## config.mk

```make
export PLATFORM = sky130hd
export DESIGN_NAME = time_counter_bcd
export DESIGN_NICKNAME = d
export VERILOG_FILES = /design/src/rtl/time_counter_bcd.sv
export SDC_FILE = /design/constraint.sdc
export NUM_CORES = 1
export LEC_CHECK = 0
export CORE_ASPECT_RATIO = 0.75
export CORE_UTILIZATION = 48
export CTS_BUF_LIST = sky130_fd_sc_hd__clkbuf_8
export CTS_CLUSTER_DIAMETER = 120
export DETAILED_ROUTE_END_ITERATION = 6
export DONT_BUFFER_PORTS = 1
export PLACE_DENSITY_LB_ADDON = 0.15
export SETUP_SLACK_MARGIN = 0.3
export SYNTH_ARGS = -nofsm -noshare
export SYNTH_HDL_FRONTEND = slang
export SYNTH_SLANG_ARGS = --single-unit
```

## constraint.sdc

```tcl
create_clock -name clk -period 3.8 [get_ports clk]
set_clock_uncertainty 0.15 [all_clocks]
set_input_delay 0.76 -clock clk [delete_from_list [all_inputs] [get_ports clk]]
set_output_delay 0.76 -clock clk [all_outputs]
set_load 0.1 [all_outputs]
```

## src/rtl/time_counter_bcd.sv

```systemverilog
// BCD hh:mm:ss time-of-day counter with an internal 1 Hz prescaler, set/load controls and 12/24 h display.
// Define TIME_ALARM_EN to add the hh:mm alarm ports and registers.
module time_counter_bcd #(
    parameter int unsigned TICK_DIV = 50000000,
    parameter int unsigned DIV_W    = 32
) (
    input  logic        clk,
    input  logic        rst,
    input  logic        run,
    input  logic        set_mode,
    input  logic        inc_min,
    input  logic        inc_hour,
    input  logic        clr_sec,
    input  logic        load,
    input  logic [23:0] load_data,
    input  logic        fmt12,
    output logic [23:0] time_data,
    output logic        pm,
    output logic        sec_tick,
    output logic        day_tick,
    output logic        load_err
`ifdef TIME_ALARM_EN
    ,
    input  logic        alarm_set,
    input  logic [15:0] alarm_data,
    input  logic        alarm_en,
    input  logic        alarm_ack,
    output logic        alarm
`endif
);

    localparam logic [DIV_W-1:0] DIV_MAX = DIV_W'(TICK_DIV - 1);

    function automatic logic [7:0] bcd60_inc(input logic [7:0] v);
        if (v[3:0] != 4'd9)      return {v[7:4], v[3:0] + 4'd1};
        else if (v[7:4] != 4'd5) return {v[7:4] + 4'd1, 4'd0};
        else                     return 8'h00;
    endfunction

    function automatic logic [7:0] hour_inc(input logic [7:0] h);
        if (h == 8'h23)          return 8'h00;
        else if (h[3:0] == 4'd9) return {h[7:4] + 4'd1, 4'd0};
        else                     return {h[7:4], h[3:0] + 4'd1};
    endfunction

    // Full ripple carry seconds -> minutes -> hours in one step.
    function automatic logic [23:0] time_inc(input logic [23:0] t);
        if (t[7:0] != 8'h59)       return {t[23:8], bcd60_inc(t[7:0])};
        else if (t[15:8] != 8'h59) return {t[23:16], bcd60_inc(t[15:8]), 8'h00};
        else                       return {hour_inc(t[23:16]), 16'h0000};
    endfunction

    function automatic logic pair60_valid(input logic [7:0] v);
        return (v[7:4] <= 4'd5) && (v[3:0] <= 4'd9);
    endfunction

    function automatic logic hour_valid(input logic [7:0] h);
        return (h[3:0] <= 4'd9) && (h <= 8'h23);
    endfunction

    function automatic logic time_valid(input logic [23:0] t);
        return hour_valid(t[23:16]) && pair60_valid(t[15:8]) && pair60_valid(t[7:0]);
    endfunction

    // BCD subtract of 12 borrows from the tens digit when the units digit is below 2.
    function automatic logic [7:0] hour12(input logic [7:0] h);
        if (h == 8'h00)          return 8'h12;
        else if (h <= 8'h12)     return h;
        else if (h[3:0] >= 4'd2) return {h[7:4] - 4'd1, h[3:0] - 4'd2};
        else                     return {h[7:4] - 4'd2, h[3:0] + 4'd8};
    endfunction

    logic [DIV_W-1:0] div_q, div_d;
    logic [23:0]      time_q, time_d;
    logic             sec_tick_q, sec_tick_d;
    logic             day_tick_q, day_tick_d;
    logic             load_err_q, load_err_d;
    logic             tick;

`ifdef TIME_ALARM_EN
    logic [15:0]      alarm_time_q, alarm_time_d;
    logic             alarm_q, alarm_d;
`endif

    always_comb begin
        div_d      = div_q;
        time_d     = time_q;
        sec_tick_d = 1'b0;
        day_tick_d = 1'b0;
        load_err_d = 1'b0;
        tick       = run && !set_mode && (div_q == DIV_MAX);

        if (set_mode)  div_d = '0;
        else if (run)  div_d = tick ? '0 : div_q + 1'b1;

        // Load outranks set operations, which outrank the tick.
        if (load) begin
            if (time_valid(load_data)) begin
                time_d = load_data;
                div_d  = '0;
            end else begin
                load_err_d = 1'b1;
            end
        end else if (set_mode) begin
            time_d = {inc_hour ? hour_inc(time_q[23:16]) : time_q[23:16],
                      inc_min  ? bcd60_inc(time_q[15:8]) : time_q[15:8],
                      clr_sec  ? 8'h00 : time_q[7:0]};
        end else if (tick) begin
            time_d     = time_inc(time_q);
            sec_tick_d = 1'b1;
            day_tick_d = (time_q == 24'h235959);
        end

`ifdef TIME_ALARM_EN
        alarm_time_d = alarm_time_q;
        alarm_d      = alarm_q;
        if (alarm_set) begin
            if (hour_valid(alarm_data[15:8]) && pair60_valid(alarm_data[7:0]))
                alarm_time_d = alarm_data;
            else
                load_err_d = 1'b1;
        end
        // Only a counted second can raise the alarm; clears win.
        if (!alarm_en || alarm_ack)
            alarm_d = 1'b0;
        else if (sec_tick_d && (time_d == {alarm_time_q, 8'h00}))
            alarm_d = 1'b1;
`endif
    end

    always_ff @(posedge clk) begin
        if (!rst) begin
            div_q      <= '0;
            time_q     <= '0;
            sec_tick_q <= 1'b0;
            day_tick_q <= 1'b0;
            load_err_q <= 1'b0;
`ifdef TIME_ALARM_EN
            alarm_time_q <= '0;
            alarm_q      <= 1'b0;
`endif
        end else begin
            div_q      <= div_d;
            time_q     <= time_d;
            sec_tick_q <= sec_tick_d;
            day_tick_q <= day_tick_d;
            load_err_q <= load_err_d;
`ifdef TIME_ALARM_EN
            alarm_time_q <= alarm_time_d;
            alarm_q      <= alarm_d;
`endif
        end
    end

    assign time_data = fmt12 ? {hour12(time_q[23:16]), time_q[15:0]} : time_q;
    assign pm        = (time_q[23:16] >= 8'h12);
    assign sec_tick  = sec_tick_q;
    assign day_tick  = day_tick_q;
    assign load_err  = load_err_q;
`ifdef TIME_ALARM_EN
    assign alarm     = alarm_q;
`endif

endmodule

```

Figure 1. Cells coloured by class.
Drawn at 3 px/µm.
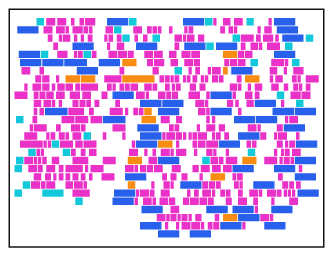
orange -> clock drivers and dummy loads  # cells 15, share of their area 4.9%
magenta -> all other logic  # cells 386, share of their area 60%
cyan -> other buffers and delay cells  # cells 31, share of their area 6.0%
blue -> flip-flops  # cells 59, share of their area 29%

Figure 2. Port wiring.
Drawn at 4 px/µm.
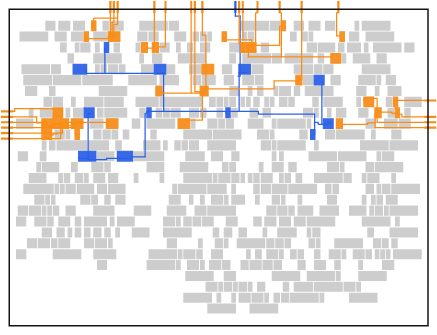
orange -> load_data  # bits 24, direction input, edge 14 top, 6 left, 4 right, end cells 30, buffers 0, wire 476 µm
blue -> rst  # bits 1, direction input, edge top, end cells 12, buffers 0, wire 173 µm

Figure 3. Placement view.
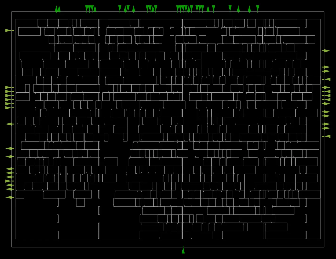
post-route non-filler standard cell count: 592
FFs & Latches: 59
count of standard-cell rows: 27
end-of-flow core utilization: 56.4%

==> impl_results.rst <==
Implementation results
======================

.. list-table::
   :header-rows: 1

   * - Metric
     - Value
   * - Critical path start-end classification
     - reg2out
   * - I/O Buffers
     - 0
   * - Logic power comb
     - around 340 µW
   * - Routed length on met1
     - around 4600 µm
   * - Post-layout minimum cycle time
     - roughly 3400 ps
   * - Total chip power
     - between 1500 and 2000 µW
   * - Footprint of the flip-flops and latches
     - approximately 1200 µm²
   * - Core area
     - roughly 7500 µm²
   * - Path length in cells of the critical path
     - 7
   * - Number of setup buffers added after CTS
     - 0
   * - GR Layer Usage met1
     - between 30% and 40%
   * - Non-clock buffer contribution to total cell area
     - approximately 5.8%
   * - Group drawing the most power
     - sequential cells
   * - Number of ordinary inverters in the final layout
     - 17
   * - Final-report max-slew violation count
     - 0
   * - Area growth, synth to finish
     - 11.7%
   * - GRT busiest layer
     - met1
   * - Initial Utilization
     - just over 50%
   * - Slew at the pin closest to its max-slew limit
     - 955 ps
   * - Number of nets produced by synthesis
     - between 500 and 600
   * - Post-synthesis compound-gate area fraction
     - approximately a fifth
   * - Multiplexer fraction of the synthesized cell area
     - under 10%
   * - Startpoint types
     - register
   * - Max capacitance violation total
     - 0
   * - Clock tree from TritonCTS
     - built
   * - Global-route usage over all layers
     - between 20% and 30%
   * - And+or+nand+nor area frac
     - 28.5%
   * - Final instance area
     - between 4000 and 5000 µm²
   * - Number of enable flip-flop cells
     - 0
   * - Worst slack, placed
     - about 630 ps
   * - Share of the yosys chip area belonging to registers
     - 31.4%
   * - Total overflow reported by the global router
     - 0
   * - Number of flip-flops under the largest register name
     - 32
   * - Yosys top cell area share
     - a little under a third
   * - Crit path max-delay family
     - AND-OR/OR-AND gates
   * - Worst path required time
     - 2890 ps
   * - WL final
     - around 9300 µm
   * - WHS Endpoint
     - div_q[4]
   * - Top register by number of flip-flops
     - div_q
   * - I/O pin count
     - a little over 60
   * - Crit. Startpoint
     - time_q[20]
   * - Largest driver fanout on the critical path
     - 8
   * - Antenna Nets Post-Route
     - 0
   * - Power Sequential
     - about 650 µW
   * - Final RePlAce weighted congestion
     - just under 0.9
   * - Die footprint
     - just over 8000 µm²
   * - Worst slew slack as a fraction of its limit
     - between 30% and 40%
   * - Max incr delay on CP
     - 520 ps
   * - Portion of total power attributed to sequential cells
     - 41.4%
   * - Count of multi-input combinational gates
     - 369
   * - Met3 WL post-DR
     - about 710 µm
   * - Root Buffer Master
     - sky130_fd_sc_hd__clkbuf_8
   * - Count of cells resized by post-cts repair
     - 3
   * - Seq/total area
     - between 20% and 30%
   * - Worst Setup Slack, final
     - between 400 and 500 ps
   * - Post-synthesis sequential element count
     - 59
   * - Initial antenna violation count
     - 0
   * - Critical Path AT
     - 2440 ps
   * - Number of cells in the yosys synthesis report
     - ~480
   * - Vias in the first global route
     - 3180
   * - Final nets
     - around 540
   * - Largest registers ranked by flip-flop count
     - div_q (32), time_q (24)
   * - Async set-or-reset flop fraction in the synthesized netlist
     - 0%
   * - Final hold violation count
     - 0
   * - Clock tree buffer count of the final layout
     - 11
   * - Largest cell class
     - multi-input combinational cells
   * - Cell taking the most area after synthesis
     - sky130_fd_sc_hd__dfxtp_1
   * - Maximum clock insertion buffer count
     - 2
   * - Hold Crit Start
     - div_q[4]
   * - Adder-cell share of the synthesized area
     - about 5.3%
   * - Number of fill cells in the layout
     - 723
   * - Largest net degree at the start of global routing
     - 33
   * - Total power per unit cell area
     - roughly 380 nW/µm²
   * - Slowest library cell on the worst path
     - sky130_fd_sc_hd__dfxtp_1
   * - Multi-input gate area in the final layout
     - approximately 2400 µm²
   * - Hold-fix buffers at CTS
     - 0
   * - Summed standard-cell area reported by yosys
     - about 3800 µm²
   * - Layout clock area frac
     - about 4.8%
   * - Combinational Power Share
     - between 20% and 30%
   * - Switching Fraction
     - 33.3%
   * - Origin of the critical flop-to-flop path
     - time_q[3]
   * - Clock-pin slew on the worst setup and hold paths
     - approximately 70 ps
   * - Yosys warning total
     - 0
   * - Via-to-Cell Ratio
     - slightly below 6
   * - Detailed-route wire length per cell
     - approximately 16 µm
   * - Series of cell instances along the critical path
     - ha_1 -> o31a_1 -> a2bb2oi_2 -> nor3_4 -> or3b_2 -> o21ai_2 -> buf_12
   * - Layout cell share with drive strength beyond 1
     - around 14%
   * - Min-Delay Path Depth
     - 2
   * - Met2 Use GR
     - 33.8%
   * - Pleak
     - roughly 0.0015 µW
   * - Die Width
     - approximately 100 µm
   * - Detailed router's first-iteration violation count
     - around 280
   * - Post-Route Hold Slack
     - ~340 ps
   * - Y dimension of the die
     - just under 80 µm
   * - Gate count after technology mapping
     - ~480
   * - Setup repair after global routing missed its margin
     - true
   * - Detail Route met2 WL
     - between 3000 and 4000 µm
   * - Endpoint of the worst register-to-register path
     - time_q[12]
   * - Global-route wire length before repair
     - 15700 µm
   * - Synthesized area
     - around 3800 µm²
   * - Slack of the worst reg-to-reg path
     - around 970 ps
   * - Count of distinct cell types in the synthesized netlist
     - 64
   * - # clock sinks
     - approximately 59
   * - Sum Neg Setup Slack
     - 0 ps
   * - Number of buffers and inverters on the critical path
     - 1
   * - Psw
     - ~530 µW
   * - Dominant flop cell
     - sky130_fd_sc_hd__dfxtp_1
   * - Worst voltage drop across the vdd grid
     - about 0.23 mV
   * - Post-route DRC violation count
     - 0
   * - Iteration count of the initial detailed-routing pass
     - 4
   * - CTS HTree Levels
     - 3
   * - Commonest cells after routing, fill and taps aside
     - 56 x sky130_fd_sc_hd__nor2_1, 56 x sky130_fd_sc_hd__dfxtp_1, 44 x sky130_fd_sc_hd__nand2_1, 30 x sky130_fd_sc_hd__buf_4, 28 x sky130_fd_sc_hd__o21ai_0
   * - CP Capture Point
     - time_data[23]
   * - Diodes inserted
     - 0
   * - Non-clock buffer count
     - 31
   * - Synth Area per Inst
     - a little under 8 µm²
   * - Outcome
     - complete, no violations
   * - Placed Cells incl. Taps
     - 575
Figure 4. Clock distribution.
Drawn at 3 px/µm.
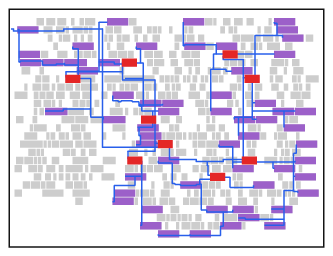
blue -> clock wires  # length 841 µm
red -> cells driving clock nets  # count 9
purple -> flip-flops  # count 59
routed clock nets = 10
flops lie = widely spread
insertion delay of the later-clocked pin in the worst-skew pair: 340 ps
Clock group: 586 µW
clock network fraction of total power: 37.0%

Figure 5. Where the registers sit.
Drawn at 3 px/µm.
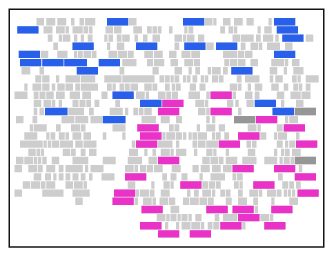
magenta -> div_q  # placed flops 32
blue -> time_q  # placed flops 24
not coloured = 3

Power and IR drop assume default switching activity.
